$ cat config.mk
export PLATFORM = sky130hd
export DESIGN_NAME = gene_matcher
export DESIGN_NICKNAME = d
export VERILOG_FILES = /design/src/rtl/gene_matcher.sv
export SDC_FILE = /design/constraint.sdc
export NUM_CORES = 1
export LEC_CHECK = 0
export ABC_AREA = 1
export CAP_MARGIN = 5
export CORE_MARGIN = 4
export CORE_UTILIZATION = 37
export DETAILED_ROUTE_END_ITERATION = 6
export PLACE_DENSITY = 0.84
export SLEW_MARGIN = 5
export SYNTH_ARGS = -nofsm -noshare
export SYNTH_HDL_FRONTEND = slang
export SYNTH_SLANG_ARGS = --single-unit
$ cat constraint.sdc
create_clock -name clk -period 2.9 [get_ports clk]
set_clock_uncertainty 0.05 [all_clocks]
set_input_delay 0.725 -clock clk [delete_from_list [all_inputs] [get_ports clk]]
set_output_delay 0.725 -clock clk [all_outputs]
set_load 0.005 [all_outputs]
$ cat src/rtl/gene_matcher.sv
// Registered 4-base DNA comparator: full-match flag, per-base match vector and mismatch count.
// Optional macro GENE_MATCH_RUN_EN replaces the mismatch count with a saturating full-match run counter.
module gene_matcher (
   input  logic       clk,
   input  logic       rst,
   input  logic       ena,
   input  logic [7:0] ui_in,
   input  logic [7:0] uio_in,
   output logic [7:0] uo_out,
   output logic [7:0] uio_out,
   output logic [7:0] uio_oe
);

   // Number of mismatching bases, i.e. zero bits in the match vector.
   function automatic logic [2:0] zero_count(input logic [3:0] m);
      logic [2:0] cnt;
      cnt = 3'd0;
      for (int i = 0; i < 4; i++) begin
         cnt = cnt + {2'b00, ~m[i]};
      end
      return cnt;
   endfunction

   logic [3:0] match_s;
   logic       full_s;
   logic [2:0] upper_s;
   logic [7:0] uo_out_r;

`ifdef GENE_MATCH_RUN_EN
   logic [2:0] run_r;
`endif

   // Per-base comparison and derived result fields.
   always_comb begin
      match_s = 4'h0;
      for (int i = 0; i < 4; i++) begin
         match_s[i] = (ui_in[2*i +: 2] == uio_in[2*i +: 2]);
      end
      full_s = &match_s;
`ifdef GENE_MATCH_RUN_EN
      if (!full_s) begin
         upper_s = 3'd0;
      end else if (run_r == 3'd7) begin
         upper_s = 3'd7;
      end else begin
         upper_s = run_r + 3'd1;
      end
`else
      upper_s = zero_count(match_s);
`endif
   end

   // Result register: reset has priority, ena=0 holds.
   always_ff @(posedge clk) begin
      if (rst) begin
         uo_out_r <= 8'h00;
      end else if (ena) begin
         uo_out_r <= {upper_s, match_s, full_s};
      end else begin
         uo_out_r <= uo_out_r;
      end
   end

`ifdef GENE_MATCH_RUN_EN
   // Run counter tracks consecutive enabled full matches.
   always_ff @(posedge clk) begin
      if (rst) begin
         run_r <= 3'd0;
      end else if (ena) begin
         run_r <= upper_s;
      end else begin
         run_r <= run_r;
      end
   end
`endif

   assign uo_out  = uo_out_r;
   assign uio_out = 8'h00;
   assign uio_oe  = 8'h00;

endmodule

**Port wiring**

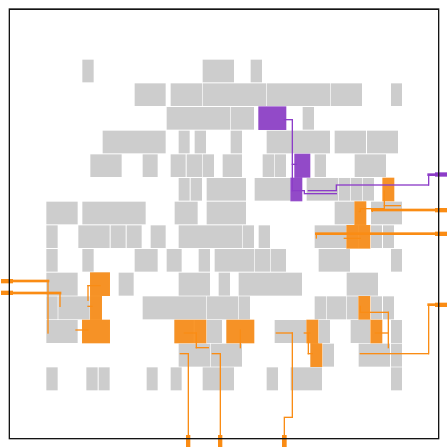
| color | port | bits | direction | end cells | buffers | wire |
|---|---|---|---|---|---|---|
| orange | `ui_in` | 8 | input | 14 | 8 | 121 um |
| purple | `rst` | 1 | input | 3 | 1 | 31.3 um |
I/O pin cnt: 43
port buffer count: 26

**Clock nets**

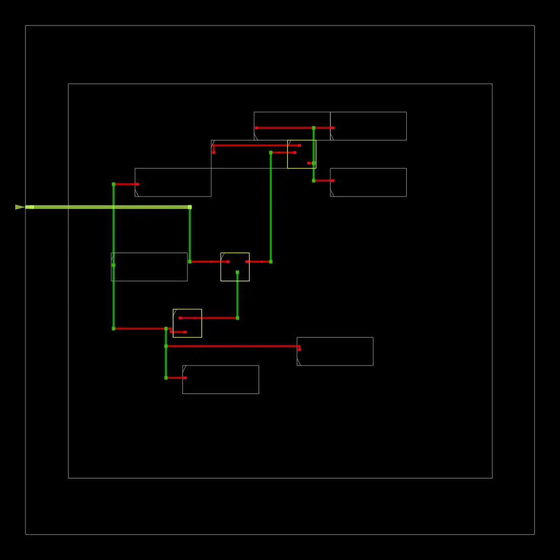
clock buffers: 3
worst skew pair latency: 240 ps
CTS sink cnt: 8

**Gate families picked out**

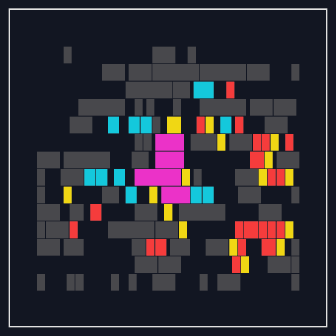
| color | family | cells |
|---|---|---|
| yellow | inverters | 16 |
| red | NAND gates | 21 |
| cyan | inverting AOI/OAI gates | 11 |
| magenta | adder and majority cells | 4 |

==> impl_metrics.env <==
# implementation run metrics
export IMPL_status="complete, no violations"
export IMPL_grt_pass1_wl_um=1910
export IMPL_startpoint_type="input pin"
export IMPL_synth_avg_cell_area_um2=6.97
export IMPL_p_leak_nw=0.425
export IMPL_maxCapViolCount=0
export IMPL_critical_path_max_stage_delay_ps=500
export IMPL_hold_path_class="flop to flop"
export IMPL_power_density_mw_per_mm2=352
export IMPL_grt_ovfl_total=0
export IMPL_finalSetupTns_ps=0
export IMPL_fillers=157
export IMPL_cts_buffers=3
export IMPL_path_cells="clkdlybuf4s50_1, xnor2_1, nand3_1, fa_1, ha_1, ha_1, nor2_1, nor2_1"
export IMPL_antenna_found_initial=0
export IMPL_fin_crit_ps=2500
export IMPL_postRouteAntennaNets=0
export IMPL_slew_viol_final=0
export IMPL_chipArea_mm2=0.00242
export IMPL_die_y_um=49.2
export IMPL_syn_area_um2=627
export IMPL_finalCritPeriodShare_pct=86.3
export IMPL_grt_pass1_vias=462
export IMPL_crit_buf_inv=1
export IMPL_cts_hold_buffers=0
export IMPL_post_dp_cell_area_um2=836
export IMPL_ir_worst_vdd_mv=0.187
export IMPL_finalSetupViolCount=0
export IMPL_finalHoldViolCount=0
export IMPL_slowest_stage="fa_1"
export IMPL_critPathRequiredTime_ps=2990
export IMPL_post_cts_repair_setup_buffers=0
export IMPL_clk_path_buf_depth=2
export IMPL_post_route_cell_area_um2=858
export IMPL_arrival_ps=2590
export IMPL_fin_nets=142
export IMPL_synth_cell_types=18
export IMPL_largest_area_cell="dfxtp_1"
export IMPL_synth_seq_share_pct=25.5
export IMPL_topCellsByArea="dfxtp_1 (26%), buf_4 (20%), nand2_1 (9.6%), inv_1 (9.0%), ha_1 (6.0%)"
export IMPL_crit_family="adder cells"
export IMPL_initCoreUtil_pct=40.2
export IMPL_edf_count=0
export IMPL_warnings=27
export IMPL_setup_slack_ps=399
export IMPL_most_common_cell="buf_4"
export IMPL_dr_pass1_iters=4
export IMPL_yosys_warnings=0
export IMPL_ys_ff=8
export IMPL_drive_above_1_share_pct=7.69
export IMPL_largest_reg_flops=8
export IMPL_tritoncts="built"
export IMPL_cp_max_fo=3
export IMPL_htree_num_levels=1
export IMPL_ys_cells=90
export IMPL_drcViolationCount=0
export IMPL_fin_cells=133
export IMPL_drt_initial_drc_count=1
export IMPL_rsz0062_at_grt="false"
export IMPL_async_reset_ff_share_pct=0
export IMPL_common_cells="buf_4 (17), nand2_1 (16), inv_1 (15), dfxtp_1 (8), nor2_1 (7)"
export IMPL_dpl_worst_slack_ps=115
export IMPL_ys_chip_area_um2=627
export IMPL_clock_root_buffer="clkbuf_4"
export IMPL_wirelength_um=1180
export IMPL_vias=536
export IMPL_gp_congestion=0.689
## per-layer routing
metal / vias up / part of all wire, % / GRT usage (%)
met5: - / 0 / 0
met4: 0 / 0 / 5.69
met3: 0 / 9.0 / 3.67
met2: 26 / 48 / 16.1
met1: 216 / 43 / 11.6
li1: 294 / - / -
## where the power goes
part | internal (mW) | leakage, nW | switching (mW) | total [mW]
logic | 0.0546 | 0.346 | 0.0426 | 0.0972
registers | 0.119 | 0.0660 | 0.00425 | 0.123
clock network | 0.0472 | 0.0138 | 0.0353 | 0.0825
## cells in the final DEF, fill, tap and decap left out
cell type        instances
nand2_2                  3
o21ai_1                  4
o21ai_0                  2
a21oi_2                  1
nand3_1                  2
clkdlybuf4s50_1         26
nor2_4                   1
or2_0                    2
ha_1                     3
inv_4                    1
dfxtp_1                  8
inv_1                   15
a21oi_1                  4
nand2_1                 16
fa_1                     1
xnor2_1                  2
clkbuf_4                 3
nor2_1                   7
conb_1                  16
## final timing paths
check | start | endpoint | slack [ps] | cells after the start
worst max-delay path | uio_in[6] | uo_out[6] | 400 | 8
worst min-delay path | uo_out[1] | uo_out[1] | 410 | 2
worst max register to register | uo_out[3] | uo_out[3] | 2200 | 2
worst min register to register | uo_out[1] | uo_out[1] | 410 | 2
## tightest hold or removal path, stage by stage (launching register included)
cell     delay [ps]
dfxtp_1         300
nand2_1          60
a21oi_1          50
## layout make-up
type	count	area [um^2]	area share, %
Clock buffer	3	22.5	2.62
Inverter	16	62.6	7.29
Multi-Input combinational cell	64	333	38.8
Sequential cell	8	160	18.7
Tap cell	16	20.0	2.33
Timing Repair Buffer	26	260	30.3
## metrics by stage
step,power [mW],hold WS (ps)
final,0.303,412
after global routing,0.327,439
after CTS,0.308,414
after detailed placement,0.223,406
after global placement,0.221,406
after floorplan,0.189,404
## cell families after synthesis
logic type               count (synthesis)  synth area share [%]
flip-flops                               8                  25.5
AND-OR/OR-AND                           11                  9.38
XOR/XNOR                                 2                  2.79
adder cells (fa/ha/maj)                  4                  9.18
AND/OR/NAND/NOR                         31                  22.2
buffers and inverters                   33                  30.3
other                                    1                 0.598
Power is estimated from default activity; no workload was simulated.
